--- src/rtl/data_cache_pkg.sv ---
// Shared field widths and controller state encoding for the direct-mapped data cache.
package data_cache_pkg;
  localparam int TAG_BITS    = 3;
  localparam int INDEX_BITS  = 3;
  localparam int OFFSET_BITS = 2;
  localparam int BLOCK_BITS  = 32;
  localparam int NUM_BLOCKS  = 2 ** INDEX_BITS;

  typedef enum logic [1:0] {
    IDLE      = 2'd0,
    WRITEBACK = 2'd1,
    FETCH     = 2'd2
  } state_t;
endpackage

--- src/rtl/data_cache_block_array.sv ---
// Valid/dirty/tag/data storage: one write port (byte store or block fill), combinational read.
module cache_block_array
  import data_cache_pkg::*;
(
  input  logic                   CLK,
  input  logic                   RESET,
  input  logic [INDEX_BITS-1:0]  i_index,
  input  logic                   i_byte_we,
  input  logic [OFFSET_BITS-1:0] i_offset,
  input  logic [7:0]             i_byte,
  input  logic                   i_fill_we,
  input  logic [TAG_BITS-1:0]    i_fill_tag,
  input  logic [BLOCK_BITS-1:0]  i_fill_data,
  output logic                   o_valid,
  output logic                   o_dirty,
  output logic [TAG_BITS-1:0]    o_tag,
  output logic [BLOCK_BITS-1:0]  o_data
);
  logic [NUM_BLOCKS-1:0] r_valid;
  logic [NUM_BLOCKS-1:0] r_dirty;
  logic [TAG_BITS-1:0]   r_tag  [NUM_BLOCKS];
  logic [BLOCK_BITS-1:0] r_data [NUM_BLOCKS];

  always_ff @(posedge CLK) begin
    if (!RESET) begin
      r_valid <= '0;
      r_dirty <= '0;
    end else if (i_fill_we) begin
      r_valid[i_index] <= 1'b1;
      r_dirty[i_index] <= 1'b0;
    end else if (i_byte_we) begin
      r_dirty[i_index] <= 1'b1;
    end
  end

  // Tag and data carry no reset; contents are meaningless until valid is set.
  always_ff @(posedge CLK) begin
    if (RESET) begin
      if (i_fill_we) begin
        r_tag[i_index]  <= i_fill_tag;
        r_data[i_index] <= i_fill_data;
      end else if (i_byte_we) begin
        r_data[i_index][{i_offset, 3'b000} +: 8] <= i_byte;
      end
    end
  end

  assign o_valid = r_valid[i_index];
  assign o_dirty = r_dirty[i_index];
  assign o_tag   = r_tag[i_index];
  assign o_data  = r_data[i_index];
endmodule

--- src/rtl/data_cache.sv ---
// Direct-mapped write-back/write-allocate cache; hits serve in the same cycle,
// misses stall the CPU on BUSYWAIT through optional writeback then fetch.
module data_cache
  import data_cache_pkg::*;
(
  input  logic        CLK,
  input  logic        RESET,
  input  logic        READ,
  input  logic        WRITE,
  input  logic [7:0]  ADDRESS,
  input  logic [7:0]  WRITEDATA,
  output logic [7:0]  READDATA,
  output logic        BUSYWAIT,
  output logic        MEM_READ,
  output logic        MEM_WRITE,
  output logic [5:0]  MEM_ADDRESS,
  output logic [31:0] MEM_WRITEDATA,
  input  logic [31:0] MEM_READDATA,
  input  logic        MEM_BUSYWAIT
);
  state_t r_state;
  state_t w_next;
  logic   r_issued;

  logic [TAG_BITS-1:0]    w_tag;
  logic [INDEX_BITS-1:0]  w_index;
  logic [OFFSET_BITS-1:0] w_offset;
  logic                   w_valid, w_dirty, w_hit, w_req, w_done;
  logic                   w_byte_we, w_fill_we;
  logic [TAG_BITS-1:0]    w_blk_tag;
  logic [BLOCK_BITS-1:0]  w_blk_data;

  assign w_tag    = ADDRESS[7 -: TAG_BITS];
  assign w_index  = ADDRESS[OFFSET_BITS +: INDEX_BITS];
  assign w_offset = ADDRESS[OFFSET_BITS-1:0];

  assign w_req  = READ | WRITE;
  assign w_hit  = w_valid && (w_blk_tag == w_tag);
  // The first cycle of a handshake is ignored so a slow-to-rise MEM_BUSYWAIT is not taken as done.
  assign w_done = r_issued && !MEM_BUSYWAIT;

  assign w_byte_we = (r_state == IDLE) && WRITE && w_hit;
  assign w_fill_we = (r_state == FETCH) && w_done;

  assign BUSYWAIT      = w_req && !((r_state == IDLE) && w_hit);
  assign READDATA      = w_blk_data[{w_offset, 3'b000} +: 8];
  assign MEM_WRITEDATA = w_blk_data;

  cache_block_array u_array (
    .CLK         (CLK),
    .RESET       (RESET),
    .i_index     (w_index),
    .i_byte_we   (w_byte_we),
    .i_offset    (w_offset),
    .i_byte      (WRITEDATA),
    .i_fill_we   (w_fill_we),
    .i_fill_tag  (w_tag),
    .i_fill_data (MEM_READDATA),
    .o_valid     (w_valid),
    .o_dirty     (w_dirty),
    .o_tag       (w_blk_tag),
    .o_data      (w_blk_data)
  );

  always_comb begin
    w_next      = r_state;
    MEM_READ    = 1'b0;
    MEM_WRITE   = 1'b0;
    MEM_ADDRESS = {w_tag, w_index};
    case (r_state)
      IDLE: begin
        if (w_req && !w_hit) w_next = w_dirty ? WRITEBACK : FETCH;
      end
      WRITEBACK: begin
        MEM_WRITE   = 1'b1;
        MEM_ADDRESS = {w_blk_tag, w_index};
        if (w_done) w_next = FETCH;
      end
      FETCH: begin
        MEM_READ = 1'b1;
        if (w_done) w_next = IDLE;
      end
      default: w_next = IDLE;
    endcase
  end

  always_ff @(posedge CLK) begin
    if (!RESET) begin
      r_state  <= IDLE;
      r_issued <= 1'b0;
    end else begin
      r_state  <= w_next;
      r_issued <= (w_next == r_state) && (r_state != IDLE);
    end
  end
endmodule
--- config.mk ---
export PLATFORM = sky130hd
export DESIGN_NAME = data_cache
export DESIGN_NICKNAME = d
export VERILOG_FILES = /design/src/rtl/data_cache_pkg.sv /design/src/rtl/data_cache_block_array.sv /design/src/rtl/data_cache.sv
export SDC_FILE = /design/constraint.sdc
export NUM_CORES = 1
export LEC_CHECK = 0
export CAP_MARGIN = 25
export CORE_ASPECT_RATIO = 0.75
export CORE_MARGIN = 4
export CORE_UTILIZATION = 35
export CTS_BUF_LIST = sky130_fd_sc_hd__clkbuf_16
export CTS_CLUSTER_SIZE = 25
export DETAILED_ROUTE_END_ITERATION = 8
export GPL_TIMING_DRIVEN = 0
export PLACE_DENSITY = 0.64
export SYNTH_ARGS = -nofsm -noshare
export SYNTH_HDL_FRONTEND = slang
export SYNTH_SLANG_ARGS = --single-unit
export TNS_END_PERCENT = 5
--- constraint.sdc ---
create_clock -name CLK -period 3.8 [get_ports CLK]
set_input_delay 0.76 -clock CLK [delete_from_list [all_inputs] [get_ports CLK]]
set_output_delay 0.76 -clock CLK [all_outputs]
set_load 0.01 [all_outputs]
Run 1, pin placement:
Pins as bars across the die edge, other pins in grey.
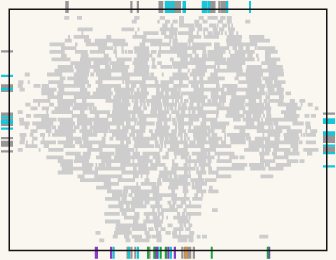
[green] MEM_ADDRESS | pins: 6 | direction: output | edge: bottom
[cyan] MEM_WRITEDATA | pins: 32 | direction: output | edge: 13 top, 8 right, 6 left, 5 bottom
[orange] BUSYWAIT | pins: 1 | direction: output | edge: bottom
[purple] ADDRESS | pins: 8 | direction: input | edge: bottom
all pins by edge: 37 top, 30 bottom, 19 left, 16 right

Run 1, selected gate families:
Bar = 50 um.
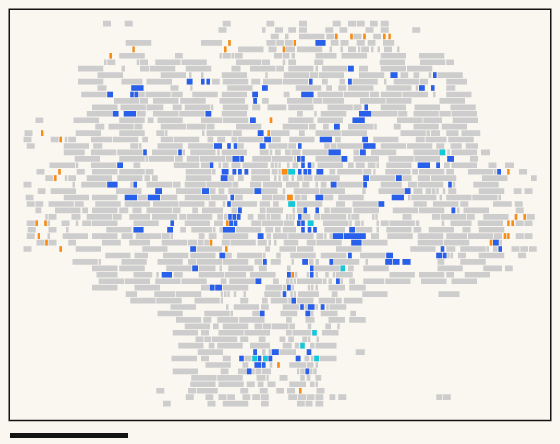
[orange] inverters | cells: 38
[blue] inverting AOI/OAI gates | cells: 148
[cyan] AND and OR gates | cells: 10

Run 1, metal layers overlaid:
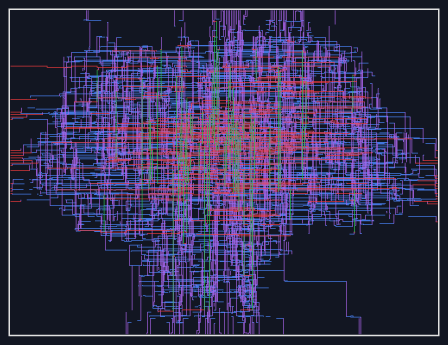
[blue] met1 | wire length: 16900 um
[green] met4 | wire length: 2100 um
[red] met3 | wire length: 5540 um
[purple] met2 | wire length: 18000 um

Run 1, clock nets:
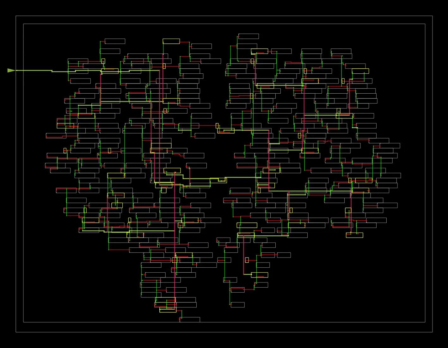
number of buffers created by CTS: 31
power of the clock network: 0.00295 W
clock buffer instance count of the final layout: 31
clock tree sinks: 299
setup clock skew after layout: 23.7 ps

==> run summary, run 1 <==
Implementation results

The share of the core area taken by cells at floorplan is between 30% and 40%. For the completed layout, the total cell area is recorded as roughly 0.016 mm2. The launching instance or port of the critical path is ADDRESS[2].

The chip width is between 200 and 250 um. The flow ran to the end, but the final reports show violations. The setup slack after layout is -40.8 ps.

The worst setup path is launched from a primary input. The logic depth of the worst path, buffers included is 10. The final-layout worst hold slack is 450 ps. The global route total overflow is 0. The design internal power is roughly 0.0056 W.

The number of gates resized after cts is between 150 and 200. The met3 layer usage reported by global route is between 6 and 7%. The final reports fail on setup timing.

The dominant synthesized flop cell is sky130_fd_sc_hd__edfxtp_1. The routed layout reports a DRC error count of 0. The transition at the pin with the smallest max-transition slack is between 1000 and 1500 ps. During placement, the flow inserted port buffers numbering 100. The highest-power group is registers.

The initial antenna violation count is 0. Setup repair after global routing could not meet its margin everywhere. The clock latency on the worst-skew pair is around 570 ps. The share of synthesized area spent on multiplexers is ~11%. The chip area estimate from yosys synthesis is 0.0127 mm2. The post-detailed-route wirelength per cell is 27.7 um. For this block, the routed nets add up to around 43000 um of wire.

The worst setup path is captured at an output port. Summed over all nets, the switching power comes to 0.00175 W. The clock period minus worst slack is about 3800 ps. The worst-case max-slew headroom was logged as 25.9%. The buffer count from post-CTS setup fixing is 29.

For this run, the final setup violation count is recorded as 4. In this run the number of H-tree levels came out at 1.
[run 1: worst min-delay path, cell delays in order (launching register included)]
cell,delay (ps)
sky130_fd_sc_hd__dfxtp_1,310
sky130_fd_sc_hd__nand2_1,50
sky130_fd_sc_hd__a21oi_1,50
[run 1: metal layers]
metal  wire length [um]  up-vias
met5                  0        -
met4               2100        0
met3               5540      158
met2              18000      605
met1              16900     4399
li1                   -     3715
[run 1: stage by stage]
step | util [%] | setup WS (ps)
floorplan | - | 401
CTS | 44.8 | -2.96
global route | 45.3 | -86.8
global placement | 39.8 | -2130
detailed placement | 40.2 | -2070
finish | 45.3 | -40.8
[run 1: flip-flops by register name (all words and copies together), names as in the netlist, named ones only]
name	flops
r_issued	1
r_state	2
u_array.r_data	256
u_array.r_tag	24
u_array.r_valid	8
Run 1, register map, names as in the netlist:
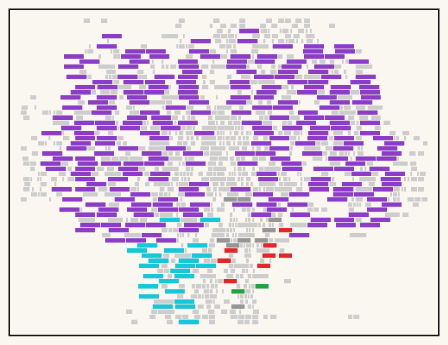

==> run 2: changes to the inputs <==
Settings changed: CAP_MARGIN 25 to 30, CORE_ASPECT_RATIO 0.75 to 1.25, SLEW_MARGIN set to 20.
Run 2, register map, names as in the netlist:
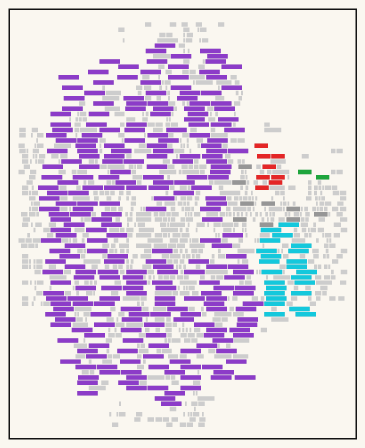
[cyan] u_array.r_tag | flops: 24 | where: middle right
[green] r_state | flops: 2
[purple] u_array.r_data | flops: 256
[red] u_array.r_valid | flops: 8

==> run summary, run 2 <==
Implementation results

The run finished, with violations left. The switching component of the power was reported as about 0.0017 W. The relative slew slack is about a third. The CTS report gives the tree buffer count as 29. The endpoint kind of the worst setup timing path is an output port. Ranked by flip-flop count, first place goes to u_array.r_data. Walking the critical path from launch to capture passes 10 cell instances.

The registers reported with the highest flop counts are u_array.r_data: 256 flops, u_array.r_tag: 24 flops, u_array.r_valid: 8 flops. The post-detailed-route wirelength per cell is about 27 um. The transition at the pin with the smallest max-transition slack is just over 1000 ps. The clock latency on the worst-skew pair is between 500 and 600 ps.

The dominant synthesized flop cell is sky130_fd_sc_hd__edfxtp_1. Before CTS, the worst setup slack after placement is -2170 ps. After routing the design area is 0.0161 mm2. The global route total overflow is 0. The checks that failed: setup timing. The power report lists cell-internal power as between 0.005 and 0.006 W. The area of the core is approximately 0.036 mm2. The die is between 200 and 250 um tall. The final standard cell utilization of the core is between 40% and 50%.

From left edge to right edge, the die measures between 150 and 200 um. The buffer count from post-CTS setup fixing is 24. The flip-flop count of the largest register, all copies and words added is roughly 260. The final timing report counts setup violations totalling 5. The largest family of logic cells by area is multiplexers. The share of synthesized area spent on multiplexers is a little over a tenth. The I/O pin count is about 100. The initial antenna violation count came to 0. The setup slack after layout is -26.8 ps. The maximum level of the CTS H-tree is 1. The number of gates resized after cts is around 160. The clock arrives with 9.98 ps of skew. The launching instance or port of the critical path is ADDRESS[4]. The worst setup path is launched from a primary input. For this design, the sink count on the clock tree is 299.

Hold timing on the final database bottoms out at a slack of 454 ps. The number of DRC violations after detailed routing is 0. For the clock group, total power comes out at ~0.0027 W.
==> run 2: cell counts after synthesis <==
No cell type changed its count.
==> run 2: cell type report <==
type                            count  area (um2)  share of cell area (%)
Sequential cell                   299        8790                    54.5
Clock inverter                     24         164                    1.02
Inverter                           38         146                   0.908
Buffer                             49         517                    3.21
Clock buffer                       29         726                    4.50
Multi-Input combinational cell    470        3750                    23.3
Timing Repair Buffer              155        1440                    8.90
Tap cell                          474         593                    3.68
==> run 2: logic make-up after synthesis <==
logic type                 after synthesis
muxes                                  112
buffers and inverters                   90
AOI/OAI and AO/OA                      185
DFF                                    299
adders and majority gates                5
and+or+nand+nor                        168
==> run 2: per-layer routing <==
layer	part of all wire (%)	GRT usage (%)	wire [um]
met5	0	0	0
met4	4.8	8.22	2020
met3	12	6.11	4900
met2	48	33.7	19900
met1	36	25.4	14900
Run 2, clock nets:
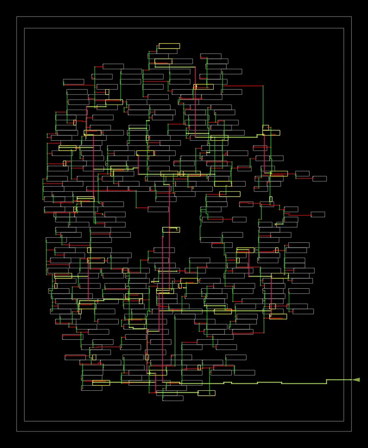

==> run 3: changes to the inputs <==
Settings changed: RECOVER_POWER set to 25, REMOVE_ABC_BUFFERS set to 1.
Run 3, clock nets:
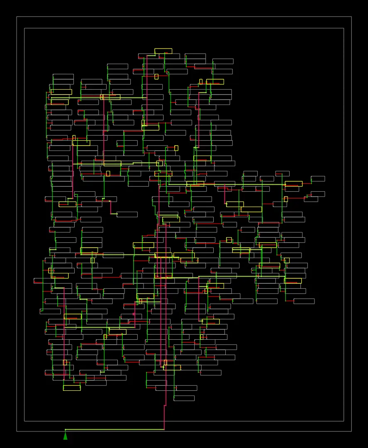
Clock Latency Late Sink: 550 ps
number of buffers created by CTS: 29
clock buffer instance count of the final layout: 29
power of the clock network: 0.00293 W
setup clock skew after layout: 8.74 ps

==> run summary, run 3 <==
Implementation results

between 100 and 150 I/O pins were placed. The run finished, with violations left. For this run, global-route usage on met2 was measured as between 30 and 40%. The share of the core area taken by cells at floorplan is roughly 36%. The maximum level of the CTS H-tree is 1. Multi-input logic gates represent a cell area share of 23.1%. The largest cell class by area is registers.

The DRC violation total left in the routed layout is recorded as 0. Registers represent a cell area share of between 50 and 60%. After layout the signal buffers, clock cells excluded, come to ~12% of cell area. Hold timing on the final database bottoms out at a slack of 453 ps. The met3 layer usage reported by global route is a little over 3%. The largest registers in the layout are u_array.r_data: 256 flops, u_array.r_tag: 24 flops, u_array.r_valid: 8 flops. The design internal power is ~0.0057 W.

Per the layout area report, the combinational gate area comes to 0.00370 mm2. The worst setup path is launched from a primary input. The port buffer count is ~100. The number of endpoints failing setup at the final stage is 2.

The floorplan step set the die width to around 180 um. Once routing completed, OpenROAD measured the worst setup slack at -83.3 ps. The design received a total of between 400 and 500 well taps at floorplan. Leaving out the clock tree, the finished layout contains a buffer count of about 170.

The net switching component of the power is approximately 0.0016 W. For this block, the routed nets add up to 38800 um of wire. The number of combinational gates with multiple inputs is 470. The register name with the most flops is u_array.r_data. Measured on the final layout, the clock distribution area share stands at 6.03%. In the synthesized netlist the dominant register cell turns out to be sky130_fd_sc_hd__edfxtp_1. All stages included, the depth of the critical timing path comes to 9. OpenSTA lists the critical path startpoint as ADDRESS[4]. The endpoint kind of the worst setup timing path is an output port. At the pin with the least slew margin, the transition time is around 960 ps.

According to the floorplan report, the die height is 221 um. According to the Yosys statistics, the synthesized design has a chip area of ~0.013 mm2. Detailed routing placed a total of ~3300 um of wire on met3. The flip-flop count of the largest register, all copies and words added is between 200 and 300. The count of flip-flops and latches is about 300. The highest metal layer carrying signal wires in the routed design is met4. The met1 track utilization from global routing is around 25%.

The clock period minus worst slack is 3880 ps. The initial antenna violation count was 0. The final report gives the standard cell area, fillers excluded, as roughly 0.016 mm2. After synthesis, the share of cell area in mux cells is 10.8%.

The checks that failed: setup timing. The post-route report lists met1 wire length as ~15000 um. The post-detailed-route wirelength per cell is between 20 and 30 um.
-- run 3: cell counts after synthesis --
No cell type changed its count.
-- run 3: repair_timing --
action                                  CTS  global route
endpoints found under the hold margin     0             0
setup buffers                            14             3
gates cloned                              7             2
endpoints found under the setup margin  394            88
pin swaps                                 5             3
resized                                  61            11
-- run 3: power by group through the flow --
stage               clock network [W]  registers (W)  logic (W)
floorplan                           0        0.00369   0.000274
global placement                    0        0.00369   0.000656
detailed placement                  0        0.00369   0.000664
CTS                           0.00295        0.00362   0.000744
global route                  0.00307        0.00362   0.000794
finish                        0.00293        0.00362   0.000759
Power is estimated from default activity; no workload was simulated.
